===== src/rtl/rr_mux_n_if.sv =====
// rr_mux_n_if: producer/consumer handshake bundle for rr_mux_n.
// s_i/so_i exist only when MUX_SEL_OVERRIDE_EN is defined.
interface rr_mux_n_if #(
  parameter int N = 4,
  parameter int W = 8
);
  localparam int CW = $clog2(N);
  logic [N*W-1:0] d_i;
  logic [N-1:0]   dv_i;
  logic [N-1:0]   dr_o;
  logic [W-1:0]   y_o;
  logic [CW-1:0]  ych_o;
  logic           yv_o;
  logic           yr_i;
`ifdef MUX_SEL_OVERRIDE_EN
  logic [CW-1:0]  s_i;
  logic           so_i;
  modport slave  (input d_i, dv_i, yr_i, s_i, so_i, output dr_o, y_o, ych_o, yv_o);
  modport master (output d_i, dv_i, yr_i, s_i, so_i, input dr_o, y_o, ych_o, yv_o);
`else
  modport slave  (input d_i, dv_i, yr_i, output dr_o, y_o, ych_o, yv_o);
  modport master (output d_i, dv_i, yr_i, input dr_o, y_o, ych_o, yv_o);
`endif
endinterface


===== src/rtl/rr_mux_n.sv =====
// rr_mux_n: N-channel round-robin valid/ready mux with a one-entry registered output and channel tag.
// Optional feature: define MUX_SEL_OVERRIDE_EN to add the s_i/so_i forced-select inputs.
module rr_mux_n #(
  parameter int N = 4,
  parameter int W = 8,
  localparam int CW = $clog2(N)
) (
  input logic      clk,
  input logic      rst,
  rr_mux_n_if.slave bus
);
  logic [CW-1:0] ptr_q, ptr_d, ych_q, g;
  logic [W-1:0]  y_q, y_d;
  logic          yv_q, hit, ld, ovr;
  logic [N-1:0]  dr;
  logic [CW:0]   idx;
  // rst gates ld so no ready can leak out while the block is held in reset
  assign ld = !rst && (!yv_q || bus.yr_i);
`ifdef MUX_SEL_OVERRIDE_EN
  assign ovr = bus.so_i;
`else
  assign ovr = 1'b0;
`endif
  always_comb begin
    g = '0;
    hit = 1'b0;
    idx = '0;
    for (int k = 0; k < N; k++) begin
      idx = {1'b0, ptr_q} + (CW+1)'(k);
      idx = idx >= (CW+1)'(N) ? idx - (CW+1)'(N) : idx;
      if (!hit && !ovr && bus.dv_i[idx[CW-1:0]]) begin
        hit = 1'b1;
        g = idx[CW-1:0];
      end
`ifdef MUX_SEL_OVERRIDE_EN
      if (ovr && bus.s_i == CW'(k) && bus.dv_i[k]) begin
        hit = 1'b1;
        g = CW'(k);
      end
`endif
    end
  end
  always_comb begin
    y_d = '0;
    dr = '0;
    for (int k = 0; k < N; k++) begin
      if (g == CW'(k)) y_d = bus.d_i[k*W +: W];
      dr[k] = hit && ld && g == CW'(k);
    end
    ptr_d = (hit && !ovr) ? (g == CW'(N-1) ? '0 : g + CW'(1)) : ptr_q;
  end
  always_ff @(posedge clk or posedge rst)
    if (rst) begin
      y_q <= '0;
      ych_q <= '0;
      yv_q <= 1'b0;
      ptr_q <= '0;
    end else if (ld) begin
      yv_q <= hit;
      if (hit) begin
        y_q <= y_d;
        ych_q <= g;
        ptr_q <= ptr_d;
      end
    end
  assign bus.dr_o = dr;
  assign bus.y_o = y_q;
  assign bus.ych_o = ych_q;
  assign bus.yv_o = yv_q;
endmodule


===== src/flat_wrapper.sv =====
// flat-port wrapper written by rule: the top's interface ports become plain ports
module rr_mux_n_flat 
#(
  parameter int N = 4,
  parameter int W = 8,
  localparam int CW = $clog2(N)
)
  (clk, rst, bus_d_i, bus_dv_i, bus_yr_i, bus_dr_o, bus_y_o, bus_ych_o, bus_yv_o);
  rr_mux_n_if #(.N(N), .W(W)) bus_i ();
  input logic clk;
  input logic rst;
  input wire logic [$bits(bus_i.d_i)-1:0] bus_d_i;
  input wire logic [$bits(bus_i.dv_i)-1:0] bus_dv_i;
  input wire logic [$bits(bus_i.yr_i)-1:0] bus_yr_i;
  output wire logic [$bits(bus_i.dr_o)-1:0] bus_dr_o;
  output wire logic [$bits(bus_i.y_o)-1:0] bus_y_o;
  output wire logic [$bits(bus_i.ych_o)-1:0] bus_ych_o;
  output wire logic [$bits(bus_i.yv_o)-1:0] bus_yv_o;
  assign bus_i.d_i = bus_d_i;
  assign bus_i.dv_i = bus_dv_i;
  assign bus_i.yr_i = bus_yr_i;
  assign bus_dr_o = bus_i.dr_o;
  assign bus_y_o = bus_i.y_o;
  assign bus_ych_o = bus_i.ych_o;
  assign bus_yv_o = bus_i.yv_o;
  rr_mux_n #(.N(N), .W(W)) u_core (.clk(clk), .rst(rst), .bus(bus_i));
endmodule

===== config.mk =====
export PLATFORM = sky130hd
export DESIGN_NAME = rr_mux_n_flat
export DESIGN_NICKNAME = d
export VERILOG_FILES = /design/src/rtl/rr_mux_n_if.sv /design/src/rtl/rr_mux_n.sv /design/src/flat_wrapper.sv
export SDC_FILE = /design/constraint.sdc
export NUM_CORES = 1
export LEC_CHECK = 0
export CORE_MARGIN = 5
export CORE_UTILIZATION = 44
export CTS_BUF_LIST = sky130_fd_sc_hd__clkbuf_4
export DETAILED_ROUTE_END_ITERATION = 8
export PLACE_DENSITY = 0.95
export SLEW_MARGIN = 20
export SYNTH_ARGS = -nofsm -noshare
export SYNTH_HDL_FRONTEND = slang
export SYNTH_SLANG_ARGS = --single-unit

===== constraint.sdc =====
create_clock -name clk -period 7.3 [get_ports clk]
set_clock_uncertainty 0.2 [all_clocks]
set_input_delay 1.825 -clock clk [delete_from_list [all_inputs] [get_ports clk]]
set_output_delay 1.825 -clock clk [all_outputs]
set_load 0.01 [all_outputs]

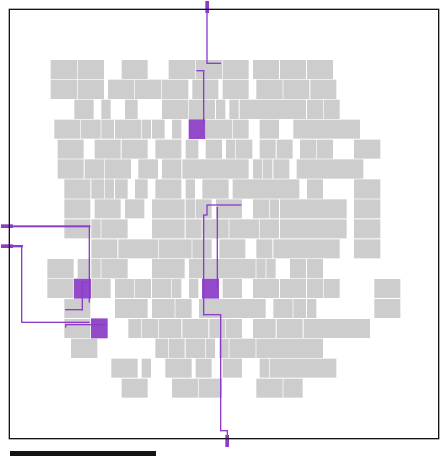
*Wires at chosen ports, followed through buffers*
Scale bar: 20 um.
bus_dr_o: drawn in purple, direction output, end cells 4, buffers 4, wire 122 um.

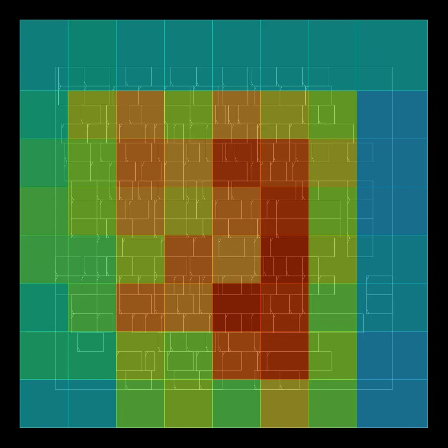
*Routing congestion map*
All-Layer GR Usage: 19.7%
grt met2 use: 32.7%
WL per Instance: 16.4 um
most crowded layer after global routing: met2
grt met3 use: 2.41%

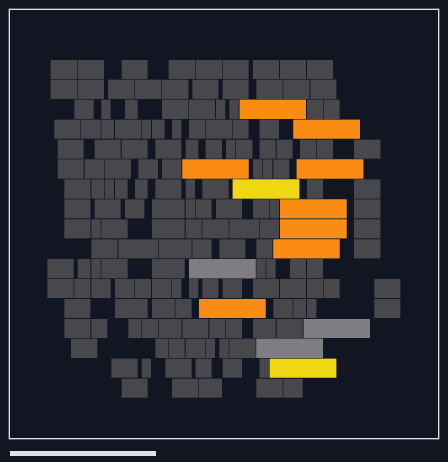
*Sequential cells grouped by signal name*
Scale bar: 20 um.
u_core.bus.ych_o: drawn in yellow, placed flops 2. u_core.bus.y_o: drawn in orange, placed flops 8.
Another 3 sequential cells are not colored.

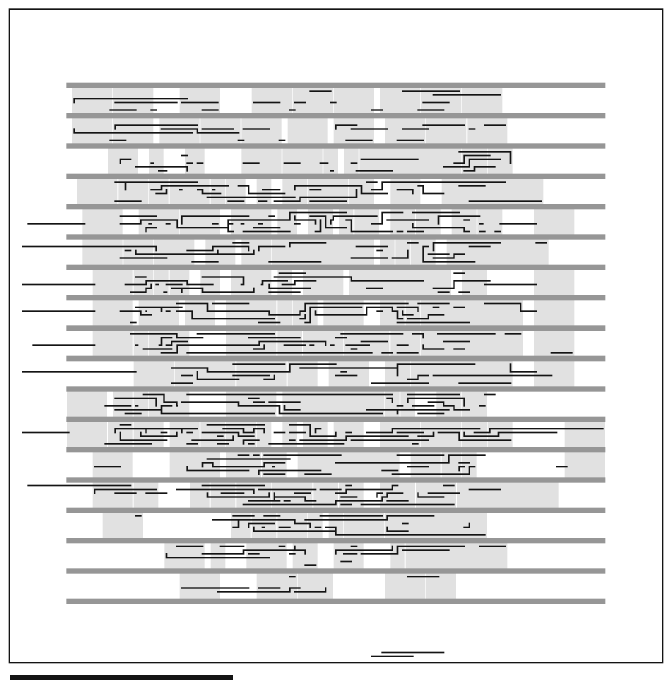
*Metal 1*
Scale bar: 20 um. Supply wires on this layer in gray.
182 nets have wire on it. The layer holds 40% of the routed length. The longest straight run is 18.4 um. The wires run mostly horizontal. The layer carries 1290 um of wire.

==> job_summary.md <==
## Implementation flow summary

| Metric | Value |
|---|---|
| Post-synth top flop | `dfrtp_1` |
| Endpoints failing hold | `0` |
| Cell Area, Synth | `roughly 0.0010 sq mm` |
| Critical-path cell list | `clkdlybuf4s50_1, mux2i_1, nor2_1, nor4_1, ha_1, and2_1, clkdlybuf4s50_1` |
| Tmin final | `6.43 ns` |
| Placed Area | `0.00155 sq mm` |
| Detailed-route wire length | `~3.2 mm` |
| Psw | `178 uW` |
| Number of port buffers | `roughly 53` |
| Asr flop ratio synth | `100%` |
| Max Cap Viol | `0` |
| Die H | `58.4 um` |
| Htree depth | `1` |
| Antenna diode count | `0` |
| Crit. End Element | `output port` |
| Top cell area share | `31.5%` |
| Synth Warn # | `0` |
| Biggest cell delay along the critical path | `0.59 ns` |
| I/O pins | `54` |
| Overall Power | `~460 uW` |
| Crit path kind | `in2out` |
| CTS root buf | `clkbuf_4` |
| Synth area leader | `dfrtp_1` |
| Hold Buf Count CTS | `0` |
| Worst-margin pin slew | `0.651 ns` |
| Average vias per placed instance | `5.85` |
| Final Setup Violations | `0` |
| P_leak | `0.000638 uW` |
| Final HPWL DP | `2.61 mm` |
| Clock power share | `10.9%` |
| Design area | `0.00158 sq mm` |
| Post-Place Cells | `193` |
| Layout Area Growth over Synthesis | `53.2%` |
| Crit start category | `input pin` |
| Switching Share | `39.0%` |
| Starting DRC count in detailed routing | `33` |
| Cell family with most CP delay | `buffers and inverters` |
| Synth Seq Share | `31.5%` |
| Largest net degree at the start of global routing | `23` |
| Setup TNS | `0 ns` |
| Flip-flops with a built-in enable | `0` |
| First-pass GRT wire length | `5.13 mm` |
| Number of global-route vias before repair | `1110` |
| Area of the core | `between 0.002 and 0.0025 sq mm` |
| Status | `finished, final reports clean` |
| Worst slew margin | `56.4%` |
| Horiz. Die Dim | `58.4 um` |
| Postcts setup bufs | `0` |
| Int Pwr | `278 uW` |
| Slowest CP cell | `ha_1` |
| Syn avg cell area | `between 8 and 9 sq um` |
| Critical path fanouts, max | `17` |
| Mapped Cells | `120` |
| Worst-skew pair later-pin latency | `0.29 ns` |
| Req. time, crit path | `~5.3 ns` |
| Fp_density | `46.2%` |
| Placement Rows | `17` |
| Most frequent cells in the layout | `53 x clkdlybuf4s50_1, 16 x a31oi_1, 13 x dfrtp_1` |
| Maximum VDD drop | `0.177 mV` |
| Crit path buffers/inverters | `2` |
| Total nets after synthesis | `163` |
| Die Footprint | `~0.0034 sq mm` |
| Cell Count, Final, Fillers Out | `197` |
| Yosys Instances | `approximately 120` |
| RSZ-0062 raised after global routing | `false` |
| Logic pwr share | `61.1%` |
| Initial antenna violation count | `0` |
| Distinct lib cells used | `33` |
| Log Warnings | `29` |
| Most used logic cell in the final layout | `clkdlybuf4s50_1` |
| Clock sinks | `13` |
| Final Cycle Share | `88.1%` |
| Synthesis area per yosys | `between 0.001 and 0.0015 sq mm` |
| CTS Buf Count | `3` |
| TritonCTS clock tree | `done` |
| Flop pwr share | `28.0%` |
| Synthesized registers | `13` |
| Slew Limit Fails | `0` |
| Vias | `about 1.2k` |
| HP Class | `reg2reg` |
| Pwr dens | `just under 300 mW/mm^2` |
| GRT overflow | `0` |
| Max Freq | `155 MHz` |
| DRC violations left | `0` |
| Post-CTS sizing | `0` |
| Global placement routability congestion | `~0.87` |
| NumNets Final | `213` |
| Layout cells sized above 1 | `7.10%` |
| Clock transition at the registers of the reported paths | `about 0.070 ns` |
| Antenna Violating Nets Remaining | `0` |
| First-pass DRT Iterations | `4` |
| Top area cell types | `dfrtp_1 32%, a31oi_1 9.7%, a221o_1 7.8%, nand3b_1 5.8%, a21oi_1 4.8%` |
| Fin util | `between 70% and 80%` |
| Clk buf depth | `2` |
| Top cell by count, worst path | `clkdlybuf4s50_1` |
| Critical Path AT | `4.41 ns` |
## Yosys cell counts (all sizes together) (2+ instances only)
master,n
a31oi,16
dfrtp,13
a21oi,10
inv,10
nand2,10
a221o,8
nand3b,8
buf,7
and2,4
ha,4
nand2b,4
nor4,3
clkbuf,2
nor2,2
nor2b,2
o31ai,2
or2,2
or4,2
## worst reg2reg max path, stage by stage, from the launching register on
cell     delay, ns
dfrtp_1       0.46
mux2i_1       0.25
nor2_1        0.07
nor4_1        0.43
ha_1          0.52
a21oi_1       0.14
a221o_1       0.37
a31oi_1       0.18
## registers in the layout, indices dropped and copies added (netlist names)
signal,count
u_core.bus.ych_o,2
u_core.bus.yv_o,1
u_core.ptr_q,2
u_core.bus.y_o,8
## power groups by stage
stage          logic [uW]  registers, uW  clock network, uW
4_1_cts               278            127               49.4
2_1_floorplan         152            136                  0
3_3_place_gp          266            125                  0
6_report              278            128               49.5
3_5_place_dp          276            129                  0
5_1_grt               301            131               52.5
## path summary, 6_finish.rpt
| kind | from | endpoint | slack, ns | cells after the start |
|---|---|---|---|---|
| max in group asynchronous | rst | u_core.bus.y_o[5] | 4.76 | 2 |
| min in group asynchronous | rst | u_core.bus.yv_o | 1.81 | 2 |
| min | u_core.bus.y_o[3] | u_core.bus.y_o[3] | 0.36 | 2 |
| max | bus_dv_i[2] | bus_dr_o[3] | 0.87 | 7 |
| max reg2reg | u_core.ptr_q[1] | u_core.bus.y_o[6] | 4.60 | 7 |
| min reg2reg | u_core.bus.y_o[3] | u_core.bus.y_o[3] | 0.36 | 2 |
## kinds of logic (layout without fill, tap and decap cells)
logic type,after synthesis,after routing,synth area share (%)
buffers and inverters,20,69,9.21
adders and majority gates,4,4,4.85
and+or+nand+nor,40,40,24.1
AOI/OAI and AO/OA,41,41,27.9
DFF,13,13,31.5
muxes,2,2,2.42
## layer usage
metal	share of wire [%]	up-vias	GRT usage (%)
li1	-	550	-
met1	40	540	24.2
met2	51	51	32.7
met3	6.2	11	2.41
met4	2.7	0	12.3
met5	0	-	0
## final cells by class
| class | instances | area, sq um |
|---|---|---|
| clock buffer | 4 | 30.0 |
| inverter | 11 | 41.3 |
| tap | 28 | 35.0 |
| multi-input combinational | 87 | 612 |
| timing repair buffer | 54 | 538 |
| sequential | 13 | 325 |
| fill | 174 | 652 |
## stage by stage
step                      hold slack [ns]  setup WS (ns)
after floorplan                     0.333           2.00
after global placement              0.287           1.03
after detailed placement            0.328          0.889
after CTS                           0.358          0.883
after global routing                0.376          0.636
final                               0.357          0.865
No activity file was given, so power comes from the tool's default toggle rates.
